==> src/rtl/fpm_share_if.sv <==
// Requester/FPM/response bundle for fpm_share_ctrl. The controller takes the
// slave view. The requester/FPM/consumer side takes the master view.
interface fpm_share_if #(
  parameter int NUM_REQ = 4,
  parameter int ID_W    = 2
);
  logic [NUM_REQ-1:0]    req_valid;
  logic [NUM_REQ-1:0]    req_ready;
  logic [32*NUM_REQ-1:0] req_a;
  logic [32*NUM_REQ-1:0] req_b;
  logic [31:0]           fpm_a;
  logic [31:0]           fpm_b;
  logic [31:0]           fpm_m;
  logic                  fpm_underflow;
  logic                  fpm_overflow;
  logic                  resp_valid;
  logic                  resp_ready;
  logic [ID_W-1:0]       resp_id;
  logic [31:0]           resp_m;
  logic                  resp_underflow;
  logic                  resp_overflow;
  logic                  busy;

  modport slave (
    input  req_valid, req_a, req_b, fpm_m, fpm_underflow, fpm_overflow, resp_ready,
    output req_ready, fpm_a, fpm_b, resp_valid, resp_id, resp_m,
           resp_underflow, resp_overflow, busy
  );

  modport master (
    output req_valid, req_a, req_b, fpm_m, fpm_underflow, fpm_overflow, resp_ready,
    input  req_ready, fpm_a, fpm_b, resp_valid, resp_id, resp_m,
           resp_underflow, resp_overflow, busy
  );
endinterface

==> src/rtl/fpm_share_ctrl.sv <==
// Round-robin time-sharing controller for one combinational FP multiplier.
// Optional macro FPM_ZERO_BYPASS_EN answers zero/denormal operands at grant.
module fpm_share_ctrl #(
  parameter int NUM_REQ = 4,
  parameter int ID_W    = 2,
  parameter int MUL_LAT = 3
) (
  input  logic         clk,
  input  logic         rst,
  fpm_share_if.slave   bus
);

  localparam int IDX_W = (NUM_REQ > 2) ? $clog2(NUM_REQ) : 1;
  localparam int CNT_W = (MUL_LAT > 1) ? $clog2(MUL_LAT) : 1;

  typedef enum logic [1:0] {
    S_IDLE = 2'd0,
    S_WAIT = 2'd1,
    S_DONE = 2'd2
  } state_t;

  state_t          r_state;
  logic [ID_W-1:0] r_last_grant;
  logic [ID_W-1:0] r_owner;
  logic [CNT_W-1:0] r_cnt;
  logic [31:0]     r_op_a;
  logic [31:0]     r_op_b;
  logic [31:0]     r_resp_m;
  logic [ID_W-1:0] r_resp_id;
  logic            r_resp_uf;
  logic            r_resp_of;
  logic            r_resp_valid;
  logic            r_busy;

  logic               w_grant_any;
  logic [ID_W-1:0]    w_grant_idx;
  logic [NUM_REQ-1:0] w_req_ready;
  logic [31:0]        w_sel_a;
  logic [31:0]        w_sel_b;

  // Walk from the farthest candidate back to last_grant+1 so the nearest
  // valid requester is the final (winning) assignment.
  always_comb begin
    int idx;
    // NOTE: every combinational output gets a default first so no path
    // leaves it unassigned and infers a latch.
    w_grant_any = 1'b0;
    w_grant_idx = '0;
    idx         = 0;
    for (int k = NUM_REQ; k >= 1; k--) begin
      idx = (int'(r_last_grant) + k) % NUM_REQ;
      if (bus.req_valid[idx[IDX_W-1:0]]) begin
        w_grant_any = 1'b1;
        w_grant_idx = ID_W'(idx);
      end
    end
  end

  always_comb begin
    w_sel_a     = '0;
    w_sel_b     = '0;
    w_req_ready = '0;
    for (int i = 0; i < NUM_REQ; i++) begin
      if (w_grant_idx == ID_W'(i)) begin
        w_sel_a        = bus.req_a[32*i +: 32];
        w_sel_b        = bus.req_b[32*i +: 32];
        w_req_ready[i] = w_grant_any && (r_state == S_IDLE);
      end
    end
  end

`ifdef FPM_ZERO_BYPASS_EN
  logic w_zero_op;
  assign w_zero_op = (w_sel_a[30:23] == 8'd0) || (w_sel_b[30:23] == 8'd0);
`endif

  always_ff @(posedge clk or posedge rst) begin
    if (rst) begin
      r_state      <= S_IDLE;
      r_last_grant <= ID_W'(NUM_REQ - 1);
      r_owner      <= '0;
      r_cnt        <= '0;
      r_op_a       <= '0;
      r_op_b       <= '0;
      r_resp_m     <= '0;
      r_resp_id    <= '0;
      r_resp_uf    <= 1'b0;
      r_resp_of    <= 1'b0;
      r_resp_valid <= 1'b0;
      r_busy       <= 1'b0;
    end else begin
      // NOTE: state registers use non-blocking assignments so every
      // register samples pre-edge values regardless of statement order.
      case (r_state)
        S_IDLE: begin
          if (w_grant_any) begin
            r_op_a       <= w_sel_a;
            r_op_b       <= w_sel_b;
            r_owner      <= w_grant_idx;
            r_last_grant <= w_grant_idx;
            r_cnt        <= CNT_W'(MUL_LAT - 1);
            r_busy       <= 1'b1;
`ifdef FPM_ZERO_BYPASS_EN
            if (w_zero_op) begin
              r_resp_m     <= {w_sel_a[31] ^ w_sel_b[31], 31'b0};
              r_resp_uf    <= 1'b0;
              r_resp_of    <= 1'b0;
              r_resp_id    <= w_grant_idx;
              r_resp_valid <= 1'b1;
              r_state      <= S_DONE;
            end else begin
              r_state      <= S_WAIT;
            end
`else
            r_state      <= S_WAIT;
`endif
          end
        end
        S_WAIT: begin
          // Operands stay frozen on fpm_a/fpm_b for the whole multicycle window.
          if (r_cnt != '0) begin
            r_cnt <= r_cnt - CNT_W'(1);
          end else begin
            r_resp_m     <= bus.fpm_m;
            r_resp_uf    <= bus.fpm_underflow;
            r_resp_of    <= bus.fpm_overflow;
            r_resp_id    <= r_owner;
            r_resp_valid <= 1'b1;
            r_state      <= S_DONE;
          end
        end
        S_DONE: begin
          if (bus.resp_ready) begin
            r_resp_valid <= 1'b0;
            r_busy       <= 1'b0;
            r_state      <= S_IDLE;
          end
        end
        default: begin
          r_state <= S_IDLE;
        end
      endcase
    end
  end

  assign bus.req_ready      = w_req_ready;
  assign bus.fpm_a          = r_op_a;
  assign bus.fpm_b          = r_op_b;
  assign bus.resp_valid     = r_resp_valid;
  assign bus.resp_id        = r_resp_id;
  assign bus.resp_m         = r_resp_m;
  assign bus.resp_underflow = r_resp_uf;
  assign bus.resp_overflow  = r_resp_of;
  assign bus.busy           = r_busy;

endmodule

==> src/flat_wrapper.sv <==
// flat-port wrapper written by rule: the top's interface ports become plain ports
module fpm_share_ctrl_flat 
#(
  parameter int NUM_REQ = 4,
  parameter int ID_W    = 2,
  parameter int MUL_LAT = 3
)
  (clk, rst, bus_req_valid, bus_req_a, bus_req_b, bus_fpm_m, bus_fpm_underflow, bus_fpm_overflow, bus_resp_ready, bus_req_ready, bus_fpm_a, bus_fpm_b, bus_resp_valid, bus_resp_id, bus_resp_m, bus_resp_underflow, bus_resp_overflow, bus_busy);
  fpm_share_if #(.NUM_REQ(NUM_REQ), .ID_W(ID_W)) bus_i ();
  input  logic clk;
  input  logic rst;
  input wire logic [$bits(bus_i.req_valid)-1:0] bus_req_valid;
  input wire logic [$bits(bus_i.req_a)-1:0] bus_req_a;
  input wire logic [$bits(bus_i.req_b)-1:0] bus_req_b;
  input wire logic [$bits(bus_i.fpm_m)-1:0] bus_fpm_m;
  input wire logic [$bits(bus_i.fpm_underflow)-1:0] bus_fpm_underflow;
  input wire logic [$bits(bus_i.fpm_overflow)-1:0] bus_fpm_overflow;
  input wire logic [$bits(bus_i.resp_ready)-1:0] bus_resp_ready;
  output wire logic [$bits(bus_i.req_ready)-1:0] bus_req_ready;
  output wire logic [$bits(bus_i.fpm_a)-1:0] bus_fpm_a;
  output wire logic [$bits(bus_i.fpm_b)-1:0] bus_fpm_b;
  output wire logic [$bits(bus_i.resp_valid)-1:0] bus_resp_valid;
  output wire logic [$bits(bus_i.resp_id)-1:0] bus_resp_id;
  output wire logic [$bits(bus_i.resp_m)-1:0] bus_resp_m;
  output wire logic [$bits(bus_i.resp_underflow)-1:0] bus_resp_underflow;
  output wire logic [$bits(bus_i.resp_overflow)-1:0] bus_resp_overflow;
  output wire logic [$bits(bus_i.busy)-1:0] bus_busy;
  assign bus_i.req_valid = bus_req_valid;
  assign bus_i.req_a = bus_req_a;
  assign bus_i.req_b = bus_req_b;
  assign bus_i.fpm_m = bus_fpm_m;
  assign bus_i.fpm_underflow = bus_fpm_underflow;
  assign bus_i.fpm_overflow = bus_fpm_overflow;
  assign bus_i.resp_ready = bus_resp_ready;
  assign bus_req_ready = bus_i.req_ready;
  assign bus_fpm_a = bus_i.fpm_a;
  assign bus_fpm_b = bus_i.fpm_b;
  assign bus_resp_valid = bus_i.resp_valid;
  assign bus_resp_id = bus_i.resp_id;
  assign bus_resp_m = bus_i.resp_m;
  assign bus_resp_underflow = bus_i.resp_underflow;
  assign bus_resp_overflow = bus_i.resp_overflow;
  assign bus_busy = bus_i.busy;
  fpm_share_ctrl #(.NUM_REQ(NUM_REQ), .ID_W(ID_W), .MUL_LAT(MUL_LAT)) u_core (.clk(clk), .rst(rst), .bus(bus_i));
endmodule
==> config.mk <==
export PLATFORM = sky130hd
export DESIGN_NAME = fpm_share_ctrl_flat
export DESIGN_NICKNAME = d
export VERILOG_FILES = /design/src/rtl/fpm_share_if.sv /design/src/rtl/fpm_share_ctrl.sv /design/src/flat_wrapper.sv
export SDC_FILE = /design/constraint.sdc
export NUM_CORES = 1
export LEC_CHECK = 0
export CORE_AREA = 2 2 156 158
export CTS_BUF_LIST = sky130_fd_sc_hd__clkbuf_4 sky130_fd_sc_hd__clkbuf_8
export CTS_CLUSTER_SIZE = 25
export DETAILED_ROUTE_END_ITERATION = 7
export DIE_AREA = 0 0 158 160
export GPL_TIMING_DRIVEN = 1
export PLACE_DENSITY = 0.67
export SLEW_MARGIN = 20
export SYNTH_ARGS = -nofsm -noshare
export SYNTH_HDL_FRONTEND = slang
export SYNTH_SLANG_ARGS = --single-unit
==> constraint.sdc <==
create_clock -name clk -period 4.4 [get_ports clk]
set_input_delay 0.88 -clock clk [delete_from_list [all_inputs] [get_ports clk]]
set_output_delay 0.88 -clock clk [all_outputs]
set_load 0.05 [all_outputs]
### The metal 4 layer

Bar = 50 um.
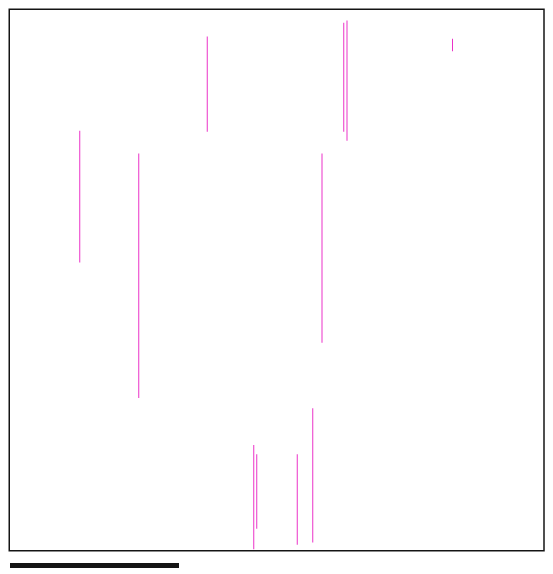
share of all routed wire	1.7%
nets with wire on the layer	10
wire length on this layer	384 um

### Routing congestion

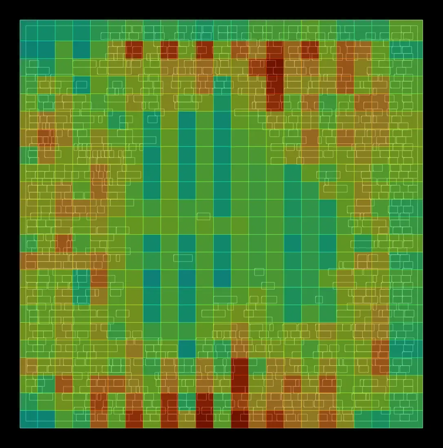
Util after Layout: 0.445
met3 routing resource usage after global routing: 0.0472
routed len/inst: 18.5 um

### Logic cells by family

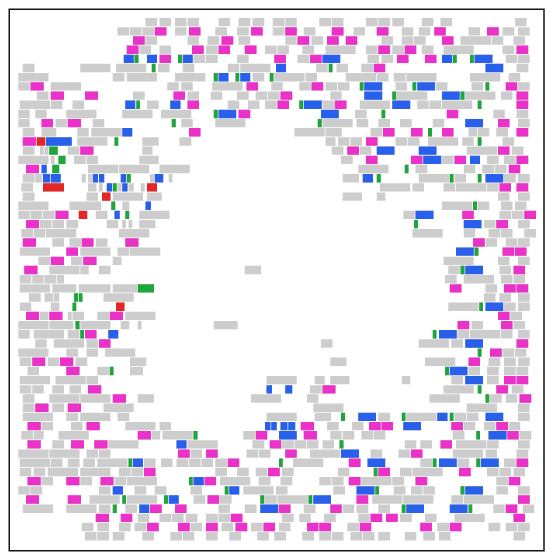
family	color	cells
nand cells	green	74
non-inverting ao/oa cells	red	6
mux cells	magenta	165
aoi and oai cells	blue	79
Commonest Layout Cell: clkdlybuf4s50_1
combinational share of cell area: 0.289

### Routed metal, one color a layer

Two of the layers only.
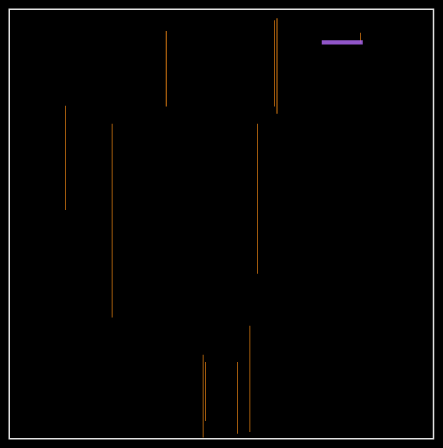
layer	color	wire length
metal 5	purple	13.8 um
metal 4	orange	384 um

==> flow_summary.toml <==
# generated from flow reports
[outcome]
result_of_the_run = "finished clean"

[routing]
routed_via_density = 4.55
uppermost_layer_routed = "met5"
detailed_router_s_first_iteration_violation_count = 160
routed-via-count = 5510
drc = 0

[place]
gp_congestion = 0.813
placedInstanceArea_sq_um = 10400
place_worst_setup_slack_ns = 0.755

[global_routing]
grt.busiest_layer = "met2"
global_route_wire_length_before_repair_um = 33300
gr_met2_demand_resource = 0.288
number_of_antenna_violations_at_the_first_check_in_global_routing = 1

[min_path]
end_of_the_worst_hold_path = "u_core.bus.fpm_a[30]$_DFFE_PP0N_"

[setup_path]
worstPathArrival_ns = 2.72
largest_driver_fanout_on_the_critical_path = 8
critical_path.reg2reg.startpoint = "u_core.r_last_grant[1]$_DFFE_PP1N_"
worst-setup-path-type = "primary input to output pin"
reg2reg_setup_slack_ns = 1.75
required_ns = 3.52

[die]
taps = 324
die.size.y_um = 160

[power]
netSwitchingPower_uw = 3810
combinationalPowerShare = 0.668
power_report.internal_total_uw = 3670
pwr.group.sequential_uw = 1820
power.total_uw = 7480

[timing]
timing.setup.tns_ns = 0
maxSlewViolCount = 0
fmax_mhz = 278

[clock_tree]
cts_made_buffers = 9
clk_transition_reported_paths_ns = 0.11

[final_layout]
number_of_ordinary_and_repair_buffers_in_the_finished_layout = 411
logic_area_sq_um = 3060
layout_top_cells = "clkdlybuf4s50_1 (398), mux2i_1 (126), dfrtp_1 (108), nand2_1 (70), o221ai_2 (40)"

[logic_synthesis]
syn-instance-count = 501
==> Yosys cell counts <==
| cell | n | area [sq um] |
|---|---|---|
| o21ai_1 | 1 | 5.00 |
| o221ai_2 | 40 | 601 |
| nand3b_1 | 1 | 7.51 |
| o221ai_1 | 21 | 184 |
| nor3_2 | 1 | 10.0 |
| and3_1 | 1 | 6.26 |
| dfstp_2 | 2 | 52.6 |
| o21ai_0 | 3 | 15.0 |
| mux2_1 | 29 | 327 |
| nand2b_1 | 3 | 18.8 |
| a31oi_1 | 1 | 6.26 |
| ha_1 | 1 | 12.5 |
| a211o_1 | 1 | 8.76 |
| clkbuf_1 | 7 | 26.3 |
| a21oi_1 | 7 | 35.0 |
| or3_1 | 1 | 6.26 |
| nand2_1 | 70 | 263 |
| buf_4 | 7 | 52.6 |
| nor2_1 | 8 | 30.0 |
| a21oi_2 | 1 | 8.76 |
| nor3b_1 | 1 | 7.51 |
| buf_6 | 4 | 45.0 |
| inv_1 | 7 | 26.3 |
| dfrtp_1 | 108 | 2700 |
| a22o_1 | 1 | 8.76 |
| mux2_2 | 10 | 113 |
| o22ai_1 | 4 | 25.0 |
| a21o_1 | 2 | 15.0 |
| nor3_1 | 2 | 10.0 |
| nor4_2 | 1 | 12.5 |
| nor2b_1 | 2 | 12.5 |
| mux2i_1 | 126 | 1260 |
| o21a_1 | 2 | 15.0 |
| a22oi_1 | 1 | 7.51 |
| buf_2 | 24 | 120 |
==> worst max-delay path by stage <==
stage,from,end,cells past startpoint
floorplan,rst,u_core.bus.busy$_DFFE_PP0P_,1
global placement,bus_req_valid[3],bus_req_ready[3],6
detailed placement,bus_req_valid[3],bus_req_ready[3],6
CTS,bus_req_valid[3],bus_req_ready[3],6
global route,bus_req_valid[3],bus_req_ready[3],6
finish,bus_req_valid[3],bus_req_ready[3],6
